`src/rtl/fetch_pkg.sv`:
```
// Shared types and default constants for the LC3 prefetching fetch unit.
package fetch_pkg;

  localparam int unsigned LC3_AW = 16;
  localparam int unsigned LC3_DW = 16;
  localparam logic [LC3_AW-1:0] LC3_RESET_PC = 16'h3000;

  // One prefetched instruction together with the address it came from.
  typedef struct packed {
    logic [LC3_AW-1:0] pc;
    logic [LC3_DW-1:0] inst;
  } fetch_entry_t;

  // Request handshake state: no request, live request, request whose data will be dropped.
  typedef enum logic [1:0] {
    IDLE = 2'd0,
    REQ  = 2'd1,
    DROP = 2'd2
  } fetch_state_t;

endpackage

```
`src/rtl/fetch_queue.sv`:
```
// Synchronous FIFO of fetch entries with flush; head is read straight from storage.
module fetch_queue
  import fetch_pkg::*;
#(
  parameter int unsigned DEPTH = 4
) (
  input  logic                   clock,
  input  logic                   reset,
  input  logic                   flush,
  input  logic                   push,
  input  fetch_entry_t           push_entry,
  input  logic                   pop,
  output logic [$clog2(DEPTH):0] count,
  output fetch_entry_t           head
);

  localparam int unsigned PW = $clog2(DEPTH);
  localparam int unsigned CW = PW + 1;

  fetch_entry_t   mem [DEPTH];
  logic [PW-1:0]  wr_ptr;
  logic [PW-1:0]  rd_ptr;
  logic           do_push;
  logic           do_pop;

  assign do_push = push && (count != CW'(DEPTH));
  assign do_pop  = pop && (count != '0);
  assign head    = mem[rd_ptr];

  // Entry storage; cleared on reset so the head reads as zero before the first fetch.
  always_ff @(posedge clock) begin
    if (reset) begin
      for (int unsigned i = 0; i < DEPTH; i++) begin
        mem[PW'(i)] <= '0;
      end
    end else if (do_push && !flush) begin
      mem[wr_ptr] <= push_entry;
    end
  end

  // Pointers and occupancy; flush empties the queue and overrides push and pop.
  always_ff @(posedge clock) begin
    if (reset || flush) begin
      wr_ptr <= '0;
      rd_ptr <= '0;
      count  <= '0;
    end else begin
      if (do_push) begin
        wr_ptr <= wr_ptr + PW'(1);
      end
      if (do_pop) begin
        rd_ptr <= rd_ptr + PW'(1);
      end
      count <= count + CW'(do_push) - CW'(do_pop);
    end
  end

endmodule

```
`src/rtl/fetch_prefetch.sv`:
```
// Prefetching fetch unit: owns the fetch PC, keeps up to DEPTH instructions
// ahead of decode and runs a single-outstanding req/ack memory handshake.
// Optional feature macro: FETCH_BYPASS_EN (ack data presented to decode in the
// same cycle when the queue is empty).
module fetch_prefetch
  import fetch_pkg::*;
#(
  parameter int unsigned    AW       = LC3_AW,
  parameter int unsigned    DW       = LC3_DW,
  parameter int unsigned    DEPTH    = 4,
  parameter logic [AW-1:0]  RESET_PC = AW'(LC3_RESET_PC)
) (
  input  logic          clock,
  input  logic          reset,
  input  logic          br_taken,
  input  logic [AW-1:0] taddr,
  output logic          imem_req,
  output logic [AW-1:0] imem_addr,
  input  logic          imem_ack,
  input  logic [DW-1:0] imem_rdata,
  output logic          inst_valid,
  input  logic          inst_ready,
  output logic [DW-1:0] inst,
  output logic [AW-1:0] inst_pc,
  output logic [AW-1:0] inst_npc
);

  localparam int unsigned CW = $clog2(DEPTH) + 1;

  fetch_state_t  state;
  logic [AW-1:0] fpc;
  logic [CW-1:0] count;
  fetch_entry_t  head;
  fetch_entry_t  push_entry;
  logic          ack_ok_c;
  logic          q_valid_c;
  logic          bypass_c;
  logic          push_c;
  logic          pop_c;

  // A live (non-dropped) response this cycle.
  assign ack_ok_c  = (state == REQ) && imem_ack && !br_taken;
  assign q_valid_c = (count != '0);

`ifdef FETCH_BYPASS_EN
  assign bypass_c = ack_ok_c && !q_valid_c;
`else
  assign bypass_c = 1'b0;
`endif

  // Decode-facing head: queue head, or the arriving response when bypassing.
  assign inst_valid = q_valid_c || bypass_c;
  assign inst       = bypass_c ? imem_rdata : DW'(head.inst);
  assign inst_pc    = bypass_c ? imem_addr : AW'(head.pc);
  assign inst_npc   = inst_pc + AW'(1);

  // A bypassed response consumed by decode never enters the queue; a redirect cancels both sides.
  assign push_c     = ack_ok_c && !(bypass_c && inst_ready);
  assign pop_c      = q_valid_c && inst_ready && !br_taken;
  assign push_entry = '{pc: LC3_AW'(imem_addr), inst: LC3_DW'(imem_rdata)};

  fetch_queue #(
    .DEPTH (DEPTH)
  ) u_queue (
    .clock      (clock),
    .reset      (reset),
    .flush      (br_taken),
    .push       (push_c),
    .push_entry (push_entry),
    .pop        (pop_c),
    .count      (count),
    .head       (head)
  );

  // Request FSM with registered req/addr; redirect retargets fpc and orphans any live request.
  always_ff @(posedge clock) begin
    if (reset) begin
      state     <= IDLE;
      imem_req  <= 1'b0;
      imem_addr <= RESET_PC;
      fpc       <= RESET_PC;
    end else if (br_taken) begin
      fpc <= taddr;
      if ((state != IDLE) && imem_ack) begin
        state    <= IDLE;
        imem_req <= 1'b0;
      end else if (state == REQ) begin
        state <= DROP;
      end
    end else begin
      case (state)
        IDLE: begin
          if (count < CW'(DEPTH)) begin
            state     <= REQ;
            imem_req  <= 1'b1;
            imem_addr <= fpc;
          end
        end
        REQ: begin
          if (imem_ack) begin
            state    <= IDLE;
            imem_req <= 1'b0;
            fpc      <= fpc + AW'(1);
          end
        end
        DROP: begin
          if (imem_ack) begin
            state    <= IDLE;
            imem_req <= 1'b0;
          end
        end
        default: begin
          state    <= IDLE;
          imem_req <= 1'b0;
        end
      endcase
    end
  end

endmodule

```
`config.mk`:
```
export PLATFORM = sky130hd
export DESIGN_NAME = fetch_prefetch
export DESIGN_NICKNAME = d
export VERILOG_FILES = /design/src/rtl/fetch_pkg.sv /design/src/rtl/fetch_queue.sv /design/src/rtl/fetch_prefetch.sv
export SDC_FILE = /design/constraint.sdc
export NUM_CORES = 1
export LEC_CHECK = 0
export CORE_ASPECT_RATIO = 0.75
export CORE_MARGIN = 4
export CORE_UTILIZATION = 50
export CTS_CLUSTER_SIZE = 16
export DETAILED_ROUTE_END_ITERATION = 8
export GPL_TIMING_DRIVEN = 0
export PLACE_DENSITY = 0.83
export SYNTH_ARGS = -nofsm -noshare
export SYNTH_HDL_FRONTEND = slang
export SYNTH_SLANG_ARGS = --single-unit
```
`constraint.sdc`:
```
create_clock -name clock -period 6.11 [get_ports clock]
set_input_delay 1.5275 -clock clock [delete_from_list [all_inputs] [get_ports clock]]
set_output_delay 1.5275 -clock clock [all_outputs]
set_load 0.1 [all_outputs]
```
==> flow_metrics.tcl <==
# yosys + openroad results
set metrics [dict create \
    clkTransAtPathRegs_ns 0.06 \
    syn_inst 600 \
    cts_inserted_buffers 17 \
    routed-wl-met3_um 1680 \
    crit_slowest_cell "clkdlybuf4s50_1" \
    common_cells "edfxtp_1, and2_1, dfxtp_1, nand2_1, and3_1" \
    placed_area_um2 9250 \
    ys.flop_type "edfxtp_1" \
    dp_hpwl_um 13200 \
    synth-async-reset-ratio_pct 0 \
    pwr-share-seq_pct 47.9 \
    power-top-group "sequential cells" \
    yosys_area_um2 7900 \
    setup_viol 0 \
    worstHoldStart "fpc[15]" \
    largest_area_cell "edfxtp_1" \
    comb_power_share_pct 12.5 \
    met3_usage_pct 6.84 \
    cp.depth 7 \
    crit_fanout 10 \
    end_kind "output pin" \
    r2r_end "u_queue.mem[3][26]" \
    highest_layer "met4" \
    sh_comb_area_pct 30.0 \
    whs_ns 0.485 \
    critPathBufInv 2 \
    port-buffer-count 102 \
    design.seq.count 172 \
    timing.final.ws_setup_ns 0.897 \
    clockRootBuffer "clkbuf_16" \
    cts_sinks 172 \
    n_all_buffers 143 \
    io_pins 103 \
    max_cap_viol_count 0 \
    chip_area_um2 17900 \
    cts_tree "built" \
    ctsHoldBuffers 0 \
    buf_share_pct 12.8 \
    required_ns 4.58 \
    grt_pass1_vias 5624 \
    worstSetupPathType "flip-flop to output pin" \
    ys_sh_adder_pct 1.20 \
    lay_top_cells "edfxtp_1, clkdlybuf4s50_1, and2_1" \
    first_pass_iters 6 \
    path_cells "buf_4, mux4_1, ha_1, nand3_4, nor4_2, xor2_1, clkdlybuf4s50_1" \
    seq_power_w 0.00132 \
    dr_wl_met2_um 9190 \
    diodes 0 \
    drive_above_1_share_pct 10.1 \
    largest-register "u_queue.mem" \
    grt-ovfl-total 0 \
    hold_viol 0 \
    swShare_pct 25.3 \
    edf_count 128 \
    fin_crit_sh_pct 85.3 \
    topCombFamilyByArea "simple AND/OR/NAND/NOR gates" \
    num-multi-input-gates 375 \
    busiest_layer "met2" \
    synth_flop_count 172 \
    synthTopCellsByArea "edfxtp_1, dfxtp_1, and2_1, mux4_2, and3_1" \
    num-clock-buffers 21 \
    peakVddDrop_mv 0.223 \
    syn_avg_cell_area_um2 13.2 \
    use_met1_pct 29.0 \
    internal_power_w 0.00207 \
    area_delta_synth_final_pct 24.5 \
    endpoint "inst_npc[14]" \
    leakage_nw 3.62 \
    hold_class "flip-flop to flip-flop" \
    aoi_share_pct 3.80 \
    pre_cts_ws_ns 1.35 \
    cellPowerDensity_nw_per_um2 281 \
    use_met2_pct 35.9 \
    clk_share_pct 5.99 \
    fp-utilization_pct 51.4 \
    worst_ep_arrival_time_ns 3.69 \
    clockBufferDepth 2 \
    worst_pin_slew_ns 1.04 \
    grt_max_degree 33 \
    hold_path_depth 2 \
    tap_cells 205 \
    whs_endpoint "imem_addr[15]" \
    status "completed" \
    gp_routability_congestion 0.854 \
    ff2ff_path_depth 5 \
    yosys-stat-cells 600 \
    worstReg2RegStart "state[1]" \
    p_switching_w 0.000698 \
    crit_family "buffers and inverters" \
]
pdn.png
Scale bar: 50 um. Pins as bars on the die edge.
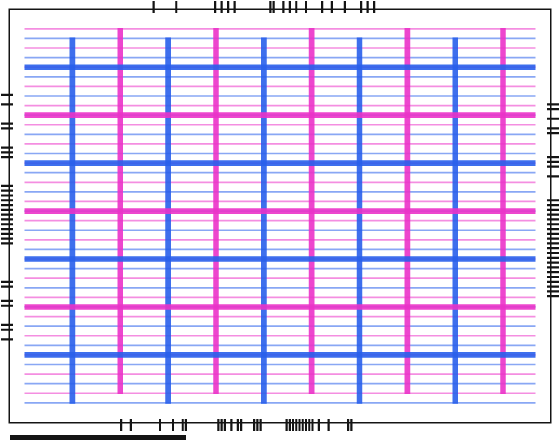
Magenta is VDD. Blue is VSS.
40 met1 rails follow the rows. 7 straps on met5. The core has 39 rows.
Core Area: 15400 um2
Die Ht: 117 um

cell_classes.png
Scale bar: 50 um.
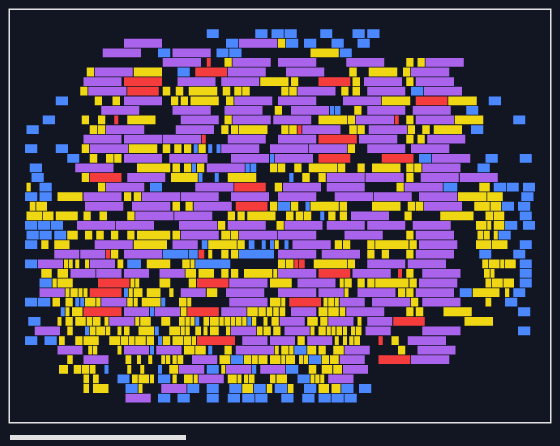
Blue is other buffers and delay cells, cells 143. Purple is flip-flops, cells 172. Yellow is all other logic, cells 389. Red is clock drivers and dummy loads, cells 32.
post-route cell area: 9830 um2
Seq area share: 48.0%

clock_map.png
Scale bar: 50 um.
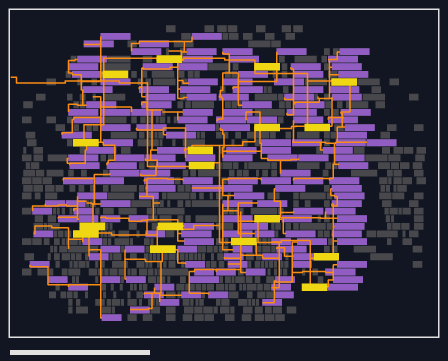
Purple is flip-flops, count 172. Orange is clock wires, length 1880 um. Yellow is cells driving clock nets, count 17.
There are 18 routed clock nets. Position of the flops: spread over the die.
clk pwr: 0.00110 W
Clk network pwr share: 39.7%
worst skew pair latency: 0.42 ns
Max Clock Skew: 0.00740 ns

metal_stack.png
Only two layers are drawn.
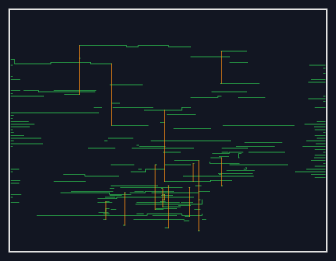
Orange is met4, wire length 253 um. Green is met3, wire length 1680 um.
Avg WL per Cell: 20.4 um
GRT Overall Usage: 22.0%
DR vias: 5390
Post-Route WL: 19200 um

final_placement.png
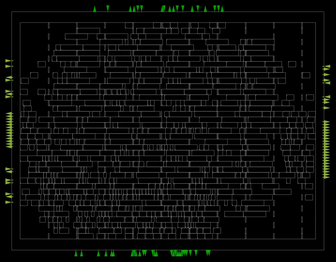
final core utilization: 64.0%
fill count: 1111
Post-Layout Cell Count: 941

Power figures rest on the tool's default switching activity, not on a simulated workload.
